==> run_1/congestion_map.png <==
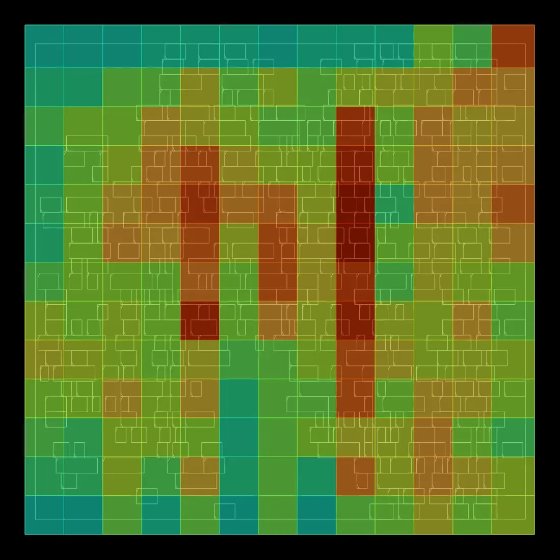
==> run_1/ff_map.png <==
Other sequential cells in the stronger gray, the rest of the logic in the fainter gray.
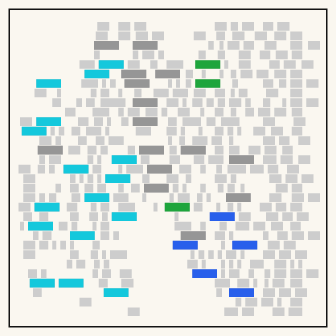
==> run_1/floorplan.png <==
Pins as bars on the die edge. Tap cells in gray.
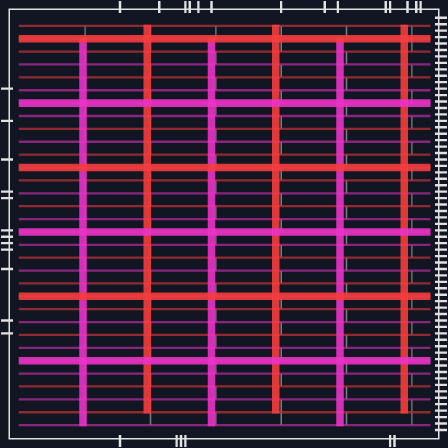
**src/rtl/line_clear_ctrl.sv**
```systemverilog
// Line-clear sequencer: owns the board RAM during a pass, compacts non-full rows
// downward, zero-fills the vacated top rows, and passes game-logic access through when idle.
module line_clear_ctrl #(
   parameter int BOARD_W = 10,
   parameter int BOARD_H = 20,
   parameter int ROW_AW  = 5
) (
   input  logic              Clk,
   input  logic              Reset,
   input  logic              start,
   output logic              busy,
   output logic              done,
   output logic [4:0]        lines_cleared,
   output logic [15:0]       total_lines,
   input  logic [ROW_AW-1:0] gl_rd_addr,
   input  logic              gl_wr_en,
   input  logic [ROW_AW-1:0] gl_wr_addr,
   input  logic [15:0]       gl_wr_data,
   output logic              gl_wr_drop,
   output logic [ROW_AW-1:0] ram_rd_addr,
   input  logic [15:0]       ram_rd_data,
   output logic              ram_wr_en,
   output logic [ROW_AW-1:0] ram_wr_addr,
   output logic [15:0]       ram_wr_data
);

   typedef enum logic [2:0] {
      S_IDLE,
      S_RD,
      S_EVAL,
      S_FILL,
      S_DONE
   } state_t;

   localparam logic [ROW_AW-1:0] LP_LAST_ROW = ROW_AW'(BOARD_H - 1);
   localparam logic [ROW_AW-1:0] LP_ONE      = ROW_AW'(1);

   state_t            r_state;
   state_t            w_state_nxt;
   logic [ROW_AW-1:0] r_src;
   logic [ROW_AW-1:0] w_src_nxt;
   logic [ROW_AW-1:0] r_dst;
   logic [ROW_AW-1:0] w_dst_nxt;
   logic [4:0]        r_count;
   logic [4:0]        w_count_nxt;
   logic [4:0]        r_lines;
   logic [15:0]       r_total;
   logic              w_row_full;
   logic              w_enter_done;

   // Only the playable columns decide fullness; upper bits ride along on shifts.
   assign w_row_full   = &ram_rd_data[BOARD_W-1:0];
   assign w_enter_done = (w_state_nxt == S_DONE) && (r_state != S_DONE);

   assign busy          = (r_state != S_IDLE);
   assign gl_wr_drop    = busy & gl_wr_en;
   assign lines_cleared = r_lines;
   assign total_lines   = r_total;

   // NOTE: every signal gets a default before the case so no path leaves one
   // unassigned; that is what keeps this block free of inferred latches.
   always_comb begin
      w_state_nxt = r_state;
      w_src_nxt   = r_src;
      w_dst_nxt   = r_dst;
      w_count_nxt = r_count;
      done        = 1'b0;
      ram_rd_addr = r_src;
      ram_wr_en   = 1'b0;
      ram_wr_addr = r_dst;
      ram_wr_data = 16'h0000;

      case (r_state)
         S_IDLE: begin
            ram_rd_addr = gl_rd_addr;
            ram_wr_en   = gl_wr_en;
            ram_wr_addr = gl_wr_addr;
            ram_wr_data = gl_wr_data;
            if (start) begin
               w_src_nxt   = LP_LAST_ROW;
               w_dst_nxt   = LP_LAST_ROW;
               w_count_nxt = 5'd0;
               w_state_nxt = S_RD;
            end
         end

         S_RD: begin
            w_state_nxt = S_EVAL;
         end

         S_EVAL: begin
            if (w_row_full) begin
               w_count_nxt = r_count + 5'd1;
            end else begin
               // A nonzero count means dst has fallen behind src, so the row must move.
               if (r_count != 5'd0) begin
                  ram_wr_en   = 1'b1;
                  ram_wr_data = ram_rd_data;
               end
               if (r_dst != '0) begin
                  w_dst_nxt = r_dst - LP_ONE;
               end
            end

            if (r_src == '0) begin
               w_state_nxt = (w_row_full || (r_count != 5'd0)) ? S_FILL : S_DONE;
            end else begin
               w_src_nxt   = r_src - LP_ONE;
               w_state_nxt = S_RD;
            end
         end

         S_FILL: begin
            ram_wr_en   = 1'b1;
            ram_wr_data = 16'h0000;
            // dst ends the scan at count-1, so stopping at row 0 gives exactly count fills.
            if (r_dst == '0) begin
               w_state_nxt = S_DONE;
            end else begin
               w_dst_nxt = r_dst - LP_ONE;
            end
         end

         S_DONE: begin
            done        = 1'b1;
            w_state_nxt = S_IDLE;
         end

         default: begin
            w_state_nxt = S_IDLE;
         end
      endcase
   end

   // NOTE: state registers use non-blocking assignments so every register samples
   // the pre-edge values regardless of statement order.
   always_ff @(posedge Clk) begin
      if (!Reset) begin
         r_state <= S_IDLE;
         r_src   <= '0;
         r_dst   <= '0;
         r_count <= 5'd0;
         r_lines <= 5'd0;
         r_total <= 16'h0000;
      end else begin
         r_state <= w_state_nxt;
         r_src   <= w_src_nxt;
         r_dst   <= w_dst_nxt;
         r_count <= w_count_nxt;
         // Results are latched on entry to DONE so they are already valid with done.
         if (w_enter_done) begin
            r_lines <= w_count_nxt;
            r_total <= r_total + 16'(w_count_nxt);
         end
      end
   end

endmodule

```
**config.mk**
```make
export PLATFORM = sky130hd
export DESIGN_NAME = line_clear_ctrl
export DESIGN_NICKNAME = d
export VERILOG_FILES = /design/src/rtl/line_clear_ctrl.sv
export SDC_FILE = /design/constraint.sdc
export NUM_CORES = 1
export LEC_CHECK = 0
export CAP_MARGIN = 20
export CELL_PAD_IN_SITES_DETAIL_PLACEMENT = 1
export CELL_PAD_IN_SITES_GLOBAL_PLACEMENT = 1
export CORE_MARGIN = 1.5
export CORE_UTILIZATION = 31
export DETAILED_ROUTE_END_ITERATION = 8
export PLACE_DENSITY = 0.86
export SLEW_MARGIN = 10
export SYNTH_ARGS = -nofsm -noshare
export SYNTH_HDL_FRONTEND = slang
export SYNTH_SLANG_ARGS = --single-unit
```
**constraint.sdc**
```tcl
create_clock -name Clk -period 4.75 [get_ports Clk]
set_input_delay 0.95 -clock Clk [delete_from_list [all_inputs] [get_ports Clk]]
set_output_delay 0.95 -clock Clk [all_outputs]
set_load 0.005 [all_outputs]
```
==> CHANGELOG.md, run 1 <==
### Implementation results

* Status: finished, final reports clean
* Reg2reg start: r_state[2]
* Setup slack after layout at 801 ps
* Number of max-cap violations at 0
* Post-Place Worst Slack at around 500 ps
* R2R cell count at 12
* Slew Limit Fails at 0
* Vias at roughly 2600
* Synth flops at 39
* Commonest Layout Cell: clkdlybuf4s50_1
* DRT antenna net count at 0
* Setup bufs post-CTS at 0
* Skew-Pair Late Insertion Delay at about 290 ps
* Tool warnings at 27
* Yosys top cell by area: dfxtp_1
* Worst EP arrival at roughly 4100 ps
* IO Port Bufs at 96
* Clock sink count at 39
* Hold_sp: total_lines[15]
* Initial antenna violation count at 0
* Slew HR at approximately two fifths
* R2R setup slack at roughly 1400 ps
* Placement Rows at 31
* Die Area at between 8000 and 9000 µm²
* Setup TNS at 0 ps
* Ratio of cells with drive above 1 in the final layout at between 8 and 9%
* Hold path endpoint: total_lines[15]
* Worst Path Class, Setup: in -> reg
* First-pass detailed-route iteration total at 4
* Top area contributor share at between 30 and 40%
## Picture notes: congestion_map.png
Core Util, Final: 48.3%
drt wl/cell: 16.9 µm
all-layer global routing usage: 20.3%
met3 usage: 5.39%

## Picture notes: ff_map.png
name in the netlist	color	sequential cells
total_lines	cyan	16
r_src	blue	5
r_state	green	3
sequential cell power: 0.353 mW
flop share of the area: 22.1%
Reg area: 781 µm²

## Picture notes: floorplan.png
net	color
VSS	magenta
VDD	red
met4 straps	6
met1 rails	32
tap cells	99
rows	31
signal pins	97
Die Width: 90.4 µm
VDD IR max: 0.100 mV
total core area: 7330 µm²
Die H: 90.4 µm

[run 1: layout make-up]
type | instances | area (µm²) | share of cell area, %
clock buffers | 8 | 100 | 2.83
flip-flops and latches | 39 | 781 | 22.1
well taps | 99 | 124 | 3.50
repair buffers | 104 | 1020 | 28.9
inverters | 11 | 41.3 | 1.17
multi-input cells | 214 | 1470 | 41.6
[run 1: worst max path at each step]
stage / from / cells past startpoint / end
3_5_place_dp: start / 13 / total_lines[12]
6_report: start / 13 / total_lines[12]
4_1_cts: ram_rd_data[7] / 8 / ram_wr_data[5]
5_1_grt: start / 13 / total_lines[12]
2_1_floorplan: ram_rd_data[7] / 12 / total_lines[12]
3_3_place_gp: start / 13 / total_lines[12]
[run 1: worst reg2reg max path, delay by kind of cell (launching register included)]
family / cells / cell delay (ps)
and+or+nand+nor: 5 / 1130
AOI/OAI and AO/OA: 4 / 750
adders and majority gates: 2 / 680
DFF: 1 / 420
buffers and inverters: 1 / 210
[run 1: kinds of logic after synthesis]
logic type / share of synthesized area [%]
multiplexers: 4.12
AND-OR/OR-AND: 28.5
XOR/XNOR: 1.11
AND/OR/NAND/NOR: 22.5
adder cells (fa/ha/maj): 5.60
flip-flops: 33.0
buffers and inverters: 5.13
[run 1: per-stage QoR]
| stage | hold WS (ps) | instances |
|---|---|---|
| finish | 491 | 475 |
| global route | 529 | 475 |
| CTS | 492 | 475 |
| detailed placement | 474 | 467 |
| global placement | 463 | 467 |
| floorplan | 465 | 281 |
[run 1: Yosys cell counts, types with 5 or more instances]
cell type  number
a211oi_1        5
a21oi_1        21
a22o_1         16
and2_1          6
clkbuf_1       14
dfxtp_1        39
ha_1            9
inv_1          11
mux2_2          6
nand2_1        27
nand3_1         7
nand4_1         6
nor2_1         15
nor3_1          9
o21ai_0        18
o21ba_2         5
o31ai_1        11
or4_1          10
[run 1: power by group]
part           total (mW)  switching (mW)  internal, mW
sequential          0.353          0.0145         0.339
clock               0.250           0.117         0.133
combinational       0.231          0.0949         0.136
[run 1: per-layer routing]
metal	routed length (µm)	track usage, %	part of all wire [%]	up-vias
met5	0	0	0	-
met4	143	6.48	1.8	0
met3	564	5.39	7.0	12
met2	3890	36.2	48	92
met1	3440	23.5	43	1206
li1	-	-	-	1246
[run 1: sequential cells by signal, indices dropped and copies added, names as in the netlist]
register and flops:
lines_cleared 5, r_count 5, r_dst 5, r_src 5, r_state 3, total_lines 16
==> run_1/class_map.png <==
Bar = 20 µm.
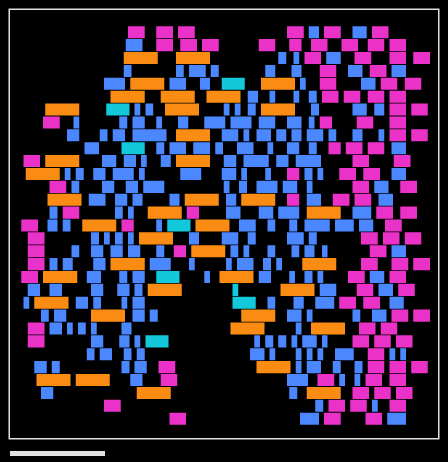

==> run 1 -> run 2 <==
==> constraint.sdc (replaced) <==
create_clock -name Clk -period 4.1 [get_ports Clk]
set_input_delay 0.82 -clock Clk [delete_from_list [all_inputs] [get_ports Clk]]
set_output_delay 0.82 -clock Clk [all_outputs]
set_load 0.005 [all_outputs]
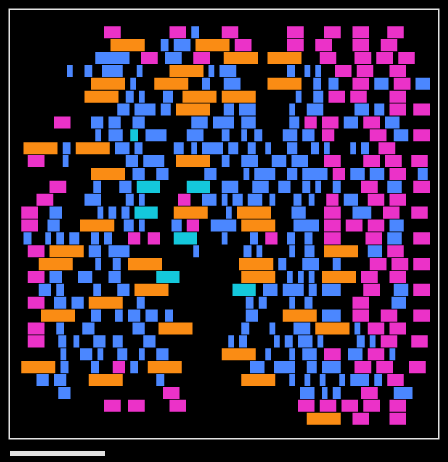
(run_2/class_map.png)
Bar = 20 µm.
class	color	cells	share of their area
registers	orange	39	23%
clock drivers and dummy loads	cyan	7	2.6%
remaining logic cells	blue	225	44%
remaining buffers and delay cells	magenta	106	30%
Placement Rows: 31
Core Util, Final: 48.3%

==> run 2 against run 1 <==
Setup slack worse by 650 ps. Cell count up 0.21%. Non-clock buffer count up 2. Register-to-register slack worse by 490 ps. Synthesized cell count unchanged. Worst hold slack better by 1.8 ps. Critical path depth down 6. Final area about the same. Die size unchanged. First-iteration DRC count up 8.1%. Largest cell class unchanged.
==> CHANGELOG.md, run 2 <==
### Implementation results

* Min Hold Slack at 493 ps (+1.76 ps)
* Top area contributor share at 33.0% (unchanged)
* Total net switching power at 0.264 mW (+17%)
* Comb pwr share at 28.4% (+0.7 points)
* Vias at 2617 (+2.4%)
* Largest register FFs at 16 (unchanged)
* Internal at 0.683 mW (+12%)
* Worst Path Class, Setup: in -> out
* Initial antenna violation count at 0 (unchanged)
* Number of max-cap violations at 0 (unchanged)
* Post-Syn Instances at between 200 and 300
* Worst EP arrival at 3130 ps (-960 ps)
* Die Width at 90.4 µm (unchanged)
* Drt wl/cell at 17.4 µm (+2.8%)
* Ratio of cells with drive above 1 in the final layout at 9.28% (+0.51 points)
* First-pass detailed-route iteration total at 4 (unchanged)
* Die Area at 8170 µm² (unchanged)
* Sequential power share at 43.2% (+0.8 points)
* Slew Limit Fails at 0 (unchanged)
* DRT antenna net count at 0 (unchanged)
* All-layer global routing usage at 19.9% (-0.44 points)
* Setup TNS at 0 ps (unchanged)
* Commonest cells in the netlist: dfxtp_1 (39), nand2_1 (27), a21oi_1 (21), o21ai_0 (18), a22o_1 (16)
* Die H at 90.4 µm (unchanged)
* Tool warnings at 27 (unchanged)
* Total core area at 7330 µm² (unchanged)
* Synth flops at 39 (unchanged)
* Clock sink count at 39 (unchanged)
* Sw Ratio at 27.9% (+0.76 points)
* Commonest Layout Cell: clkdlybuf4s50_1
* Status: finished, final reports clean
* Setup bufs post-CTS at 0 (unchanged)
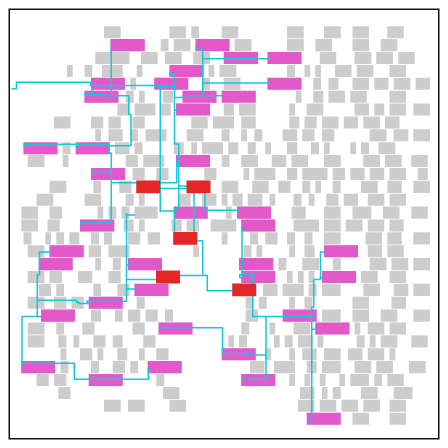
(run_2/clock_wires.png)
[flip-flops] magenta | count: 39
[clock wires] cyan | length: 573 µm
[clock-net drivers] red | count: 5
routed clock nets	6
Skew-Pair Late Insertion Delay: 280 ps
Clk pwr share: 28.4%
Clock Skew: 4.79 ps
clock-net power: 0.269 mW

-- run 2: cell count changes in the layout (fill, tap and decap cells not counted) --
cell / before / now
buf_4: 8 / 10
clkbuf_8: 7 / 6
clkinv_2: 0 / 1
clkbuf_1: 1 / 0
-- run 2: cell type report --
type                            count  area, µm²  area share [%]
Inverter                           11       41.3            1.17
Clock buffer                        6       82.6            2.33
Multi-Input combinational cell    214       1470            41.5
Tap cell                           99        124            3.50
Clock inverter                      1       5.00           0.141
Timing Repair Buffer              106       1040            29.3
Sequential cell                    39        781            22.1
-- run 2: worst paths after layout --
kind	from	endpoint	slack (ps)	depth (start not counted)
min reg2reg	total_lines[3]	total_lines[3]	490	2
max	ram_rd_data[5]	ram_wr_data[6]	150	7
max reg2reg	r_state[1]	total_lines[14]	950	13
min	total_lines[3]	total_lines[3]	490	2
-- run 2: power groups by stage --
stage                     combinational [mW]  clock [mW]  sequential, mW
after global placement                 0.261           0           0.417
after CTS                              0.272       0.276           0.409
after global routing                   0.290       0.290           0.412
after detailed placement               0.270           0           0.418
after floorplan                        0.122           0           0.411
final                                  0.269       0.269           0.409
-- run 2: worst max-delay path, stage by stage --
cell	delay (ps)
clkdlybuf4s50_1	460
nand4_1	120
nor3_1	70
nor3_1	640
buf_4	300
a22o_1	180
clkdlybuf4s50_1	530
-- run 2: cell families (layout without fill, tap and decap cells) --
group | count (synthesis) | after routing | share of synthesized area, %
flip-flops | 39 | 39 | 33.0
AND/OR/NAND/NOR | 97 | 97 | 22.5
XOR/XNOR | 3 | 3 | 1.11
adder cells (fa/ha/maj) | 10 | 10 | 5.60
AND-OR/OR-AND | 95 | 95 | 28.5
multiplexers | 9 | 9 | 4.12
buffers and inverters | 28 | 124 | 5.13
-- run 2: metrics by stage --
stage               util [%]  total power, mW  instances  cell area (µm²)  setup slack [ps]
floorplan                  -            0.532        281             2370               547
detailed placement      47.1            0.689        469             3450              77.8
CTS                     48.3            0.956        476             3540               119
global placement        47.1            0.677        469             3450               172
global route            48.3            0.993        476             3540              33.6
finish                  48.3            0.947        476             3540               152
-- run 2: per-layer routing --
layer	share of wire, %	up-vias	wire, µm	GRT usage (%)
met4	0.80	0	66	4.76
met5	0	-	0	0
met2	49	94	4020	35.7
met3	5.4	6	446	4.38
met1	45	1266	3750	24.0
li1	-	1251	-	-
==> run_2/ff_map.png <==
Other sequential cells in the stronger gray, the rest of the logic in the fainter gray.
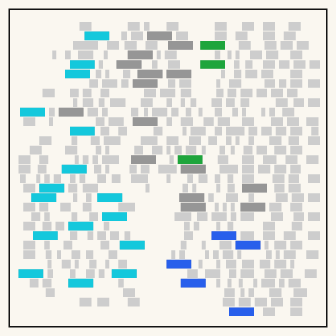

==> run 2 -> run 3 <==
--- a/config.mk
+++ b/config.mk
@@ -8,10 +8,11 @@
 export CAP_MARGIN = 20
 export CELL_PAD_IN_SITES_DETAIL_PLACEMENT = 1
 export CELL_PAD_IN_SITES_GLOBAL_PLACEMENT = 1
-export CORE_MARGIN = 1.5
-export CORE_UTILIZATION = 31
+export CORE_MARGIN = 2
+export CORE_UTILIZATION = 33
 export DETAILED_ROUTE_END_ITERATION = 8
-export PLACE_DENSITY = 0.86
+export PLACE_DENSITY = 0.9
+export RECOVER_POWER = 25
 export SLEW_MARGIN = 10
 export SYNTH_ARGS = -nofsm -noshare
 export SYNTH_HDL_FRONTEND = slang
==> constraint.sdc (replaced) <==
create_clock -name Clk -period 4.6 [get_ports Clk]
set_input_delay 0.92 -clock Clk [delete_from_list [all_inputs] [get_ports Clk]]
set_output_delay 0.92 -clock Clk [all_outputs]
set_load 0.005 [all_outputs]
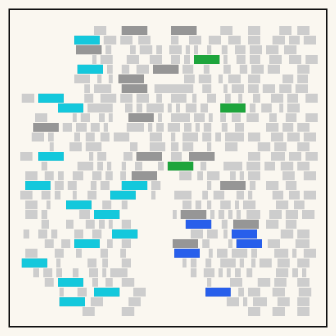
(run_3/ff_map.png)
Other sequential cells in the stronger gray, the rest of the logic in the fainter gray.
sequential cell power: 0.365 mW
flop share of the area: 22.1%

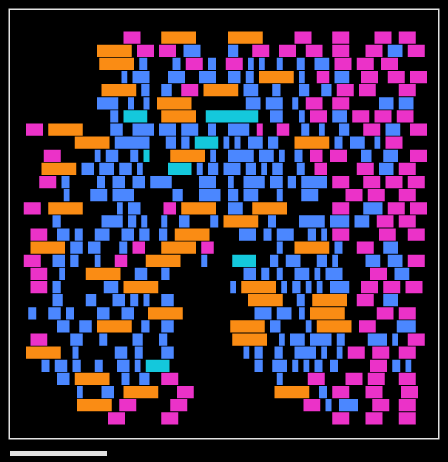
(run_3/class_map.png)
Bar = 20 µm.
class	color	cells	share of their area
registers	orange	39	23%
remaining buffers and delay cells	magenta	105	30%
clock drivers and dummy loads	cyan	7	3.0%
remaining logic cells	blue	225	44%
Core Util, Final: 51.5%
final instance area: 3540 µm²

==> run 3 against run 2 <==
Routed wire length fell by 2.5%. Sequential power down 11%. Synthesized cell count unchanged. Final area did not move. Largest cell class unchanged.
==> CHANGELOG.md, run 3 <==
### Implementation results

* AO/OA Area Share at 28.5% (unchanged)
* First-pass detailed-route iteration total at 4 (unchanged)
* Ratio of cells with drive above 1 in the final layout at 8.51% (-0.77 points)
* Largest logic family: AND-OR/OR-AND gates
* Clock sink count at 39 (unchanged)
* Largest stage delay on the critical path at 540 ps (-100 ps)
* Worst Path Class, Setup: in -> out
* Die Width at 88.7 µm (-1.9%)
* Slew Limit Fails at 0 (unchanged)
* Skew-Pair Late Insertion Delay at 290 ps (about the same)
* Simple share at 22.5% (unchanged)
* Die Area at 7870 µm² (-3.7%)
* Commonest cells in the netlist: dfxtp_1 (39), nand2_1 (27), a21oi_1 (21), o21ai_0 (18), a22o_1 (16)
* DRT antenna net count at 0 (unchanged)
* Post-Syn Instances at 281 (unchanged)
* Largest register FFs at 16 (unchanged)
* Setup bufs post-CTS at 0 (unchanged)
* Synth flops at 39 (unchanged)
* Status: finished, final reports clean
* Yosys adder share at 5.60% (unchanged)
* Commonest Layout Cell: clkdlybuf4s50_1
* Initial Util at approximately a third
* All-layer global routing usage at 20.0% (+0.11 points)
* Worst Path Buf+Inv at 4 (+1)
* Placed Area at 3440 µm² (-0.33%)
* Lkg Pwr at about 1.4 nW
* Hold_sp: total_lines[15]
* Drt wl/cell at 17.1 µm (-1.7%)
* Number of max-cap violations at 0 (unchanged)
* R2R setup slack at 1440 ps (+490 ps)
* Fin crit share at 84.9%
* Worst EP arrival at 2990 ps (-140 ps)
* Hold Path Class: reg -> reg
* Critical path launch point: ram_rd_data[7]
* Total core area at 6870 µm² (-6.3%)
* Yosys stat area at 2370 µm²
* Worst-path cell chain: dlygate4sd3_1 -> nand4_1 -> nor3_1 -> buf_4 -> nor3_1 -> buf_4 -> a22o_1 -> clkdlybuf4s50_1
* Family with the most delay on the worst path: buffers and inverters
* Slowest cell on the critical path: dlygate4sd3_1
* Die H at 88.7 µm (-1.9%)
* Synth mux share at 4.12% (unchanged)
* Reg2reg start: r_state[1]
* Vias at 2588 (-1.1%)
* Synthesized area per cell at 8.42 µm²
* Placer congestion estimate at 0.854
* Initial antenna violation count at 0 (unchanged)
* CTS clk-pin slew, worst paths at approximately 80 ps
* XORs/XNORs by Area at 1.11% (unchanged)
* Top area contributor share at 33.0% (unchanged)
* Setup TNS at 0 ps (unchanged)
==> run 3: per-stage QoR <==
step	instances	total power [mW]	hold WS [ps]	setup WS, ps	util (%)
2_1_floorplan	281	0.474	465	947	-
3_3_place_gp	465	0.602	467	718	50.1
3_5_place_dp	465	0.609	474	540	50.1
4_1_cts	472	0.892	491	715	51.6
5_1_grt	472	0.926	512	576	51.5
6_report	472	0.881	486	694	51.5
==> run 3: cell type report <==
cell class	count	area (µm²)
clock buffer	6	72.6
clock inverter	1	30.0
fill	788	3330
inverter	11	41.3
multi-input combinational	214	1470
sequential	39	781
tap	96	120
timing repair buffer	105	1020
==> run 3: worst min-delay path: stages (launching register included) <==
cell	delay (ps)
dfxtp_1	320
o31ai_1	60
a21oi_1	60
==> run 3: path summary, 6_finish.rpt <==
path,endpoint,depth (start not counted)
setup / recovery,ram_wr_data[7],8
hold / removal,total_lines[15],2
setup reg to reg,total_lines[8],11
hold reg to reg,total_lines[15],2
==> run 3: routing by layer <==
metal | vias to the layer above | routed length (µm) | global-route usage [%]
li1 | 1260 | - | -
met1 | 1236 | 3390 | 23.0
met4 | 0 | 50 | 3.72
met2 | 87 | 4040 | 38.1
met5 | - | 0 | 0
met3 | 5 | 592 | 3.92
==> run 3: power breakdown <==
part	internal (mW)	switching, mW	total [mW]
sequential	0.350	0.0153	0.365
clock	0.159	0.123	0.282
combinational	0.138	0.0957	0.234
==> run 3: cells by family (layout without fill, tap and decap cells) <==
group                    Yosys count  count (layout)
adder cells (fa/ha/maj)           10              10
flip-flops                        39              39
buffers and inverters             28             123
multiplexers                       9               9
AND/OR/NAND/NOR                   97              97
XOR/XNOR                           3               3
AND-OR/OR-AND                     95              95
Power is estimated from default activity; no workload was simulated.
